File: src/rtl/cmos_pixel_packer_if.sv
// cmos_pixel_packer_if: RGB565 pixel stream in, frame-buffer FIFO write port out
interface cmos_pixel_packer_if #(
    parameter int OUT_W = 128
);
    logic             vs_i;
    logic             pix_valid_i;
    logic [15:0]      pix_data_i;
    logic             fifo_full;
    logic             fifo_wr_en;
    logic [OUT_W-1:0] fifo_wr_data;

    modport master (
        output vs_i, pix_valid_i, pix_data_i, fifo_full,
        input  fifo_wr_en, fifo_wr_data
    );

    modport slave (
        input  vs_i, pix_valid_i, pix_data_i, fifo_full,
        output fifo_wr_en, fifo_wr_data
    );
endinterface

File: src/rtl/cmos_pixel_packer.sv
// cmos_pixel_packer: packs RGB565 pixels into FIFO words per frame; define CMOS_PACKER_RB_SWAP_EN to swap R/B fields
module cmos_pixel_packer #(
    parameter int H_ACTIVE = 1280,
    parameter int V_ACTIVE = 720,
    parameter int OUT_W    = 128
) (
    input  logic               pclk,
    input  logic               rst_n,
    cmos_pixel_packer_if.slave bus,
    input  logic               err_clr_i,
    output logic               frame_start,
    output logic               frame_done,
    output logic [11:0]        line_cnt,
    output logic               err_overflow,
    output logic               err_short
);
    localparam int PPW = OUT_W / 16;
    localparam int LW  = $clog2(PPW);

    typedef enum logic [1:0] {WAIT_VS, SYNC, ACTIVE, DROP} state_t;

    state_t               state, state_nxt;
    logic                 vs_d, vs_rise, vs_fall;
    logic [11:0]          x, y;
    logic [LW-1:0]        lane;
    logic [PPW-1:0][15:0] pack, word_nxt;
    logic [15:0]          pix;
    logic                 start, short_set, accept, complete, ovf, wr, line_end, last;

    assign vs_rise  = bus.vs_i & ~vs_d;
    assign vs_fall  = ~bus.vs_i & vs_d;
    assign line_cnt = y;

`ifdef CMOS_PACKER_RB_SWAP_EN
    assign pix = {bus.pix_data_i[4:0], bus.pix_data_i[10:5], bus.pix_data_i[15:11]};
`else
    assign pix = bus.pix_data_i;
`endif

    // state register
    always_ff @(posedge pclk or negedge rst_n) begin
        if (!rst_n) state <= WAIT_VS;
        else        state <= state_nxt;
    end

    // next state: a vsync rise always restarts sync, a lost word poisons the rest of the frame
    always_comb begin
        state_nxt = (state == WAIT_VS || state == DROP) ? (vs_rise ? SYNC : state) :
                    (state == SYNC)                     ? (vs_fall ? ACTIVE : SYNC) :
                    vs_rise                             ? SYNC :
                    ovf                                 ? DROP :
                    last                                ? WAIT_VS : ACTIVE;
    end

    // per-cycle qualifiers; lane is a power-of-two counter so all-ones marks the final lane
    always_comb begin
        start          = state == SYNC && vs_fall;
        short_set      = state == ACTIVE && vs_rise;
        accept         = state == ACTIVE && bus.pix_valid_i && !vs_rise;
        complete       = accept && (&lane);
        ovf            = complete && bus.fifo_full;
        wr             = complete && !bus.fifo_full;
        line_end       = accept && x == 12'(H_ACTIVE - 1);
        last           = line_end && y == 12'(V_ACTIVE - 1);
        word_nxt       = pack;
        word_nxt[lane] = pix;
    end

    // vsync delay, position counters and pack register; y holds on the final line so line_cnt stays in range
    always_ff @(posedge pclk or negedge rst_n) begin
        if (!rst_n) begin
            vs_d <= 1'b0;
            x    <= '0;
            y    <= '0;
            lane <= '0;
            pack <= '0;
        end else begin
            vs_d <= bus.vs_i;
            if (start) begin
                x    <= '0;
                y    <= '0;
                lane <= '0;
            end else if (accept) begin
                lane <= lane + 1'b1;
                pack <= word_nxt;
                x    <= line_end ? 12'd0 : x + 1'b1;
                y    <= (line_end && !last) ? y + 1'b1 : y;
            end
        end
    end

    // registered FIFO write, frame pulses and sticky error flags (set beats clear)
    always_ff @(posedge pclk or negedge rst_n) begin
        if (!rst_n) begin
            bus.fifo_wr_en   <= 1'b0;
            bus.fifo_wr_data <= '0;
            frame_start      <= 1'b0;
            frame_done       <= 1'b0;
            err_overflow     <= 1'b0;
            err_short        <= 1'b0;
        end else begin
            bus.fifo_wr_en <= wr;
            if (wr) bus.fifo_wr_data <= word_nxt;
            frame_start  <= start;
            frame_done   <= last && wr;
            err_overflow <= ovf | (err_overflow & ~err_clr_i);
            err_short    <= short_set | (err_short & ~err_clr_i);
        end
    end
endmodule

File: src/flat_wrapper.sv
// flat-port wrapper written by rule: the top's interface ports become plain ports
module cmos_pixel_packer_flat 
#(
    parameter int H_ACTIVE = 1280,
    parameter int V_ACTIVE = 720,
    parameter int OUT_W    = 128
)
  (pclk, rst_n, err_clr_i, frame_start, frame_done, line_cnt, err_overflow, err_short, bus_vs_i, bus_pix_valid_i, bus_pix_data_i, bus_fifo_full, bus_fifo_wr_en, bus_fifo_wr_data);
  cmos_pixel_packer_if #(.OUT_W(OUT_W)) bus_i ();
  input  logic pclk;
  input  logic rst_n;
  input  logic err_clr_i;
  output logic frame_start;
  output logic frame_done;
  output logic [11:0] line_cnt;
  output logic err_overflow;
  output logic err_short;
  input wire logic [$bits(bus_i.vs_i)-1:0] bus_vs_i;
  input wire logic [$bits(bus_i.pix_valid_i)-1:0] bus_pix_valid_i;
  input wire logic [$bits(bus_i.pix_data_i)-1:0] bus_pix_data_i;
  input wire logic [$bits(bus_i.fifo_full)-1:0] bus_fifo_full;
  output wire logic [$bits(bus_i.fifo_wr_en)-1:0] bus_fifo_wr_en;
  output wire logic [$bits(bus_i.fifo_wr_data)-1:0] bus_fifo_wr_data;
  assign bus_i.vs_i = bus_vs_i;
  assign bus_i.pix_valid_i = bus_pix_valid_i;
  assign bus_i.pix_data_i = bus_pix_data_i;
  assign bus_i.fifo_full = bus_fifo_full;
  assign bus_fifo_wr_en = bus_i.fifo_wr_en;
  assign bus_fifo_wr_data = bus_i.fifo_wr_data;
  cmos_pixel_packer #(.H_ACTIVE(H_ACTIVE), .V_ACTIVE(V_ACTIVE), .OUT_W(OUT_W)) u_core (.pclk(pclk), .rst_n(rst_n), .bus(bus_i), .err_clr_i(err_clr_i), .frame_start(frame_start), .frame_done(frame_done), .line_cnt(line_cnt), .err_overflow(err_overflow), .err_short(err_short));
endmodule
File: config.mk
export PLATFORM = sky130hd
export DESIGN_NAME = cmos_pixel_packer_flat
export DESIGN_NICKNAME = d
export VERILOG_FILES = /design/src/rtl/cmos_pixel_packer_if.sv /design/src/rtl/cmos_pixel_packer.sv /design/src/flat_wrapper.sv
export SDC_FILE = /design/constraint.sdc
export NUM_CORES = 1
export LEC_CHECK = 0
export ABC_CLOCK_PERIOD_IN_PS = 2180
export CORE_ASPECT_RATIO = 1.4
export CORE_MARGIN = 3
export CORE_UTILIZATION = 50
export CTS_CLUSTER_SIZE = 16
export DETAILED_ROUTE_END_ITERATION = 10
export PLACE_DENSITY = 0.73
export SLEW_MARGIN = 20
export SYNTH_ARGS = -nofsm -noshare
export SYNTH_HDL_FRONTEND = slang
export SYNTH_SLANG_ARGS = --single-unit
File: constraint.sdc
create_clock -name pclk -period 2.18 [get_ports pclk]
set_input_delay 0.327 -clock pclk [delete_from_list [all_inputs] [get_ports pclk]]
set_output_delay 0.327 -clock pclk [all_outputs]
set_load 0.05 [all_outputs]
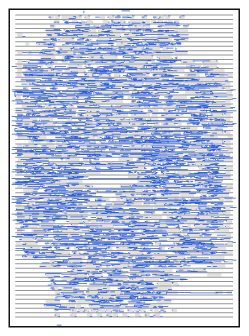
**Above:** met1 routing.
Supply wires on this layer in gray.
share of all routed wire = 41%
nets with wire on the layer = 1166
wire length on this layer = 12500 um
main direction = horizontal
longest straight run = 44.6 um
Routed WL: 30900 um
GR met1 Demand/Resource: 26.9%
total vias in the final route: 8780

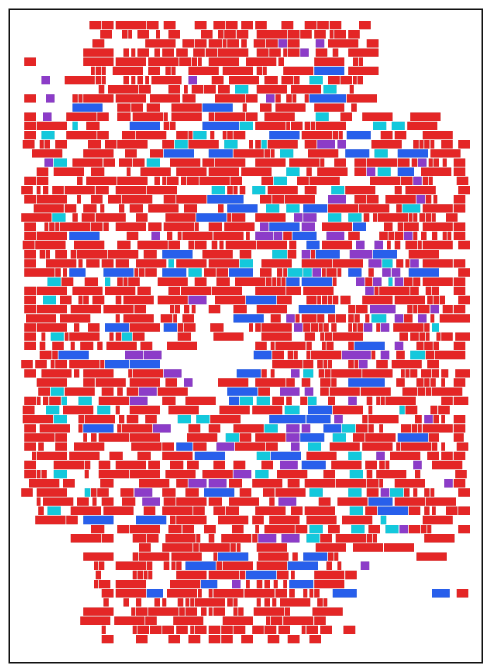
**Above:** cell sizes after repair.
x2 -> cyan  # cells 80, share 6.3%
x6 and larger -> blue  # cells 73, share 5.7%
x3 and x4 -> purple  # cells 85, share 6.7%
x1 and smaller -> red  # cells 1033, share 81%
area added between synthesis and finish: 30.6%
final std cell area, no fill: 16400 um^2
number of buffers other than clock buffers in the final layout: 253
Setup WS post-layout: 0.0142 ns

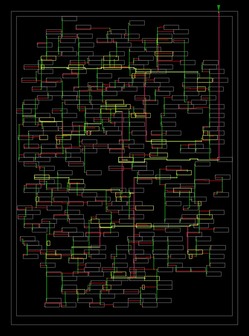
**Above:** the clock network.
worst setup skew after layout: 0.00802 ns
number of clock-tree buffers in the layout: 33
sequential cells: 291
clock insertion delay at the later pin of the skew report: 0.54 ns
Num Clock Sinks: 291

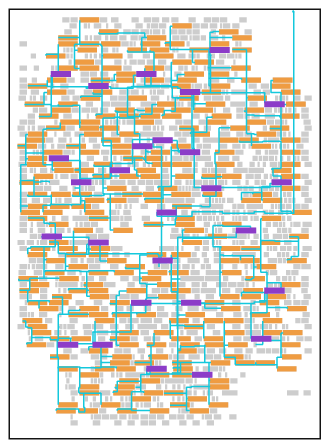
**Above:** clock wires, drivers and flops.
flip-flops -> orange  # count 291
clock-net drivers -> purple  # count 27
clock wires -> cyan  # length 3460 um
routed clock nets = 28
power in the clock group: 5.24 mW
part of the power in the clock network: 35.7%

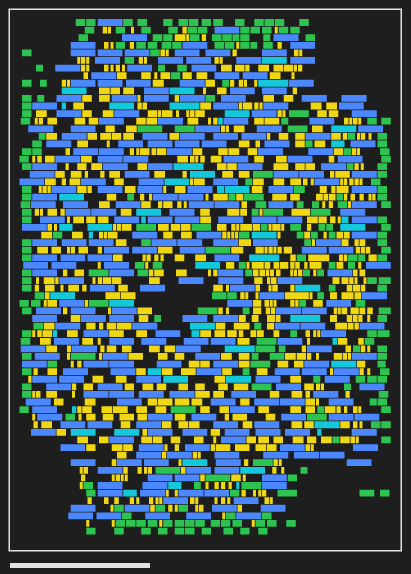
**Above:** cell classes on the final placement.
Scale bar: 50 um.
clock drivers and dummy loads -> cyan  # cells 50
remaining logic cells -> yellow  # cells 677
remaining buffers and delay cells -> green  # cells 253
registers -> blue  # cells 291
area of the core: 24700 um^2
Seq area share: 44.4%
Placement Rows: 68
Util after Layout: 66.5%

==> impl_metrics.yaml <==
# synthesis and place-and-route metrics
outcome:
  result_of_the_run: "finished clean"
floorplanning:
  floorplan.die_area_um2: 27100
  floorplan.die.width_um: 140
  tapCellCount: 315
  starting_density_of_the_core_pct: 50.9
  die_h_um: 194
setup_path:
  path_delay_family: "simple AND/OR/NAND/NOR gates"
  crit-reg2reg-launch: "u_core.state[0]"
  critical_path_fanouts_max: 8
  worst-r2r-cell-count: 8
  critPathSlowestCell: "sky130_fd_sc_hd__or3_4"
  worst_setup_path_startpoint: "u_core.state[0]"
  crit_arrival_ns: 2.58
  cell_chain_critical_path: "ha_2 -> nand3b_1 -> inv_2 -> or3_4 -> buf_6 -> nor2_4 -> clkbuf_16 -> mux2_1"
  end_kind: "flip-flop"
  worstPathBufferInverterCount: 3
  worst_setup_path_start_kind: "flip-flop"
  r2r_setup_slack_ns: 0.01
  cp_num_cells: 8
  endpoint: "u_core.pack[104]"
  worst-setup-path-type: "reg2reg"
synth:
  synthesis.yosys.warnings: 0
  synth-async-reset-ratio_pct: 100
  multiplexer_share_of_the_synthesized_area_pct: 21.8
  yosysUniqueCellTypes: 50
  ys_sh_adder_pct: 0.598
  syn_nets: 1075
  synth-seq-cells: 291
  area_leaders: "sky130_fd_sc_hd__dfrtp_1 (58%), sky130_fd_sc_hd__mux2i_1 (10%), sky130_fd_sc_hd__mux2_2 (6.1%)"
  synth.cellmix.compoundShare_pct: 7.08
  mappedNetlistArea_um2: 12600
  synth_seq_share_pct: 58.0
  synthXorXnorAreaFrac_pct: 0.488
  synth_dominant_cell_count: "sky130_fd_sc_hd__dfrtp_1"
  number_of_cells_in_the_yosys_synthesis_report: 1047
  synth_chip_area_um2: 12600
  largest_area_cell: "sky130_fd_sc_hd__dfrtp_1"
  top_area_share_pct: 58.0
  syn_avg_cell_area_um2: 12.0
  netlist_logic_family_top: "multiplexers"
  ys.flop_type: "sky130_fd_sc_hd__dfrtp_1"
  synth-edff-count: 0
worst_hold_path:
  hold_path_end: "u_core.vs_d"
  timing.hold.worst_path_depth: 1
  min_from: "bus_vs_i"
final_timing:
  max_clock_freq_mhz: 462
  setup-tns-final_ns: 0
  timing.final.hold_violations: 0
  rsz0062_at_grt: "true"
  final-setup-viol-count: 0
  max_slew_margin_pct: 52.5
  timing.final.crit_share_pct: 99.3
  tightest_slew_ns: 0.711
layout:
  num_antenna_cells: 0
  largest_registers: "u_core.bus.fifo_wr_data (128), u_core.pack (128)"
  lay_top_count: "sky130_fd_sc_hd__dfrtp_1"
  nonClockInverterCount: 6
  logic_gates: 671
  num-nets-final: 1278
  area.share.combinational_pct: 30.4
  final.fill_count: 1854
  multi_input_comb_area_um2: 4990
  clkCellAreaFrac_pct: 6.05
  leading_cell_category_by_total_area: "flip-flops and latches"
  regArea_um2: 7280
  stdcell_count: 1586
  layout.nonclk_buf_share_pct: 16.6
cts:
  clockRootBuffer: "sky130_fd_sc_hd__clkbuf_16"
  postCtsSetupBuffers: 0
  number_of_buffers_between_clock_root_and_the_deepest_sink: 3
  number_of_buffers_inserted_for_hold_repair_after_clock_tree_synthesis: 1
  cts.reportedPaths.clkPinSlew_ns: 0.07
  tritoncts.num_buffers: 27
  cts_max_level: 1
  cts-resized-gates: 1
  tritoncts: "built"
detailed_routing:
  met2RoutedLength_um: 16300
  met3WireLength_um: 1240
  final_antenna_net_count: 0
  drt_first_pass_iters: 4
  wl_per_cell_um: 19.5
  dr_drc_count: 0
  post_drt_via_cell_ratio: 5.54
  starting_drc_count_in_detailed_routing: 455
  detail_route.wirelength.met1_um: 12500
power:
  sequentialPowerShare_pct: 44.4
  power.internal_mw: 10.7
  swShare_pct: 27.3
  p_seq_mw: 6.52
  totalPowerFinal_mw: 14.7
  cellLeakagePower_nw: 7.99
  net_load_switching_power_mw: 4.01
  comb_power_share_pct: 19.9
  comb-power_mw: 2.93
place:
  gp_routability_congestion: 0.837
  place_inst: 1522
  placed_cell_area_um2: 15100
  placement.io_buffers: 166
  place_worst_setup_slack_ns: -0.227
  detailedPlacementHpwl_um: 20300
grt:
  met3_usage_pct: 3.17
  gr_util_all_layers_pct: 21.7
  antenna_found_initial: 0
  grt_most_used_layer: "met2"
  largest_net_degree_at_the_start_of_global_routing: 60
  grt_first_pass_wirelength_um: 48200
job:
  max-cap-violations: 0
  warning_count: 28
No activity file was given, so power comes from the tool's default toggle rates.
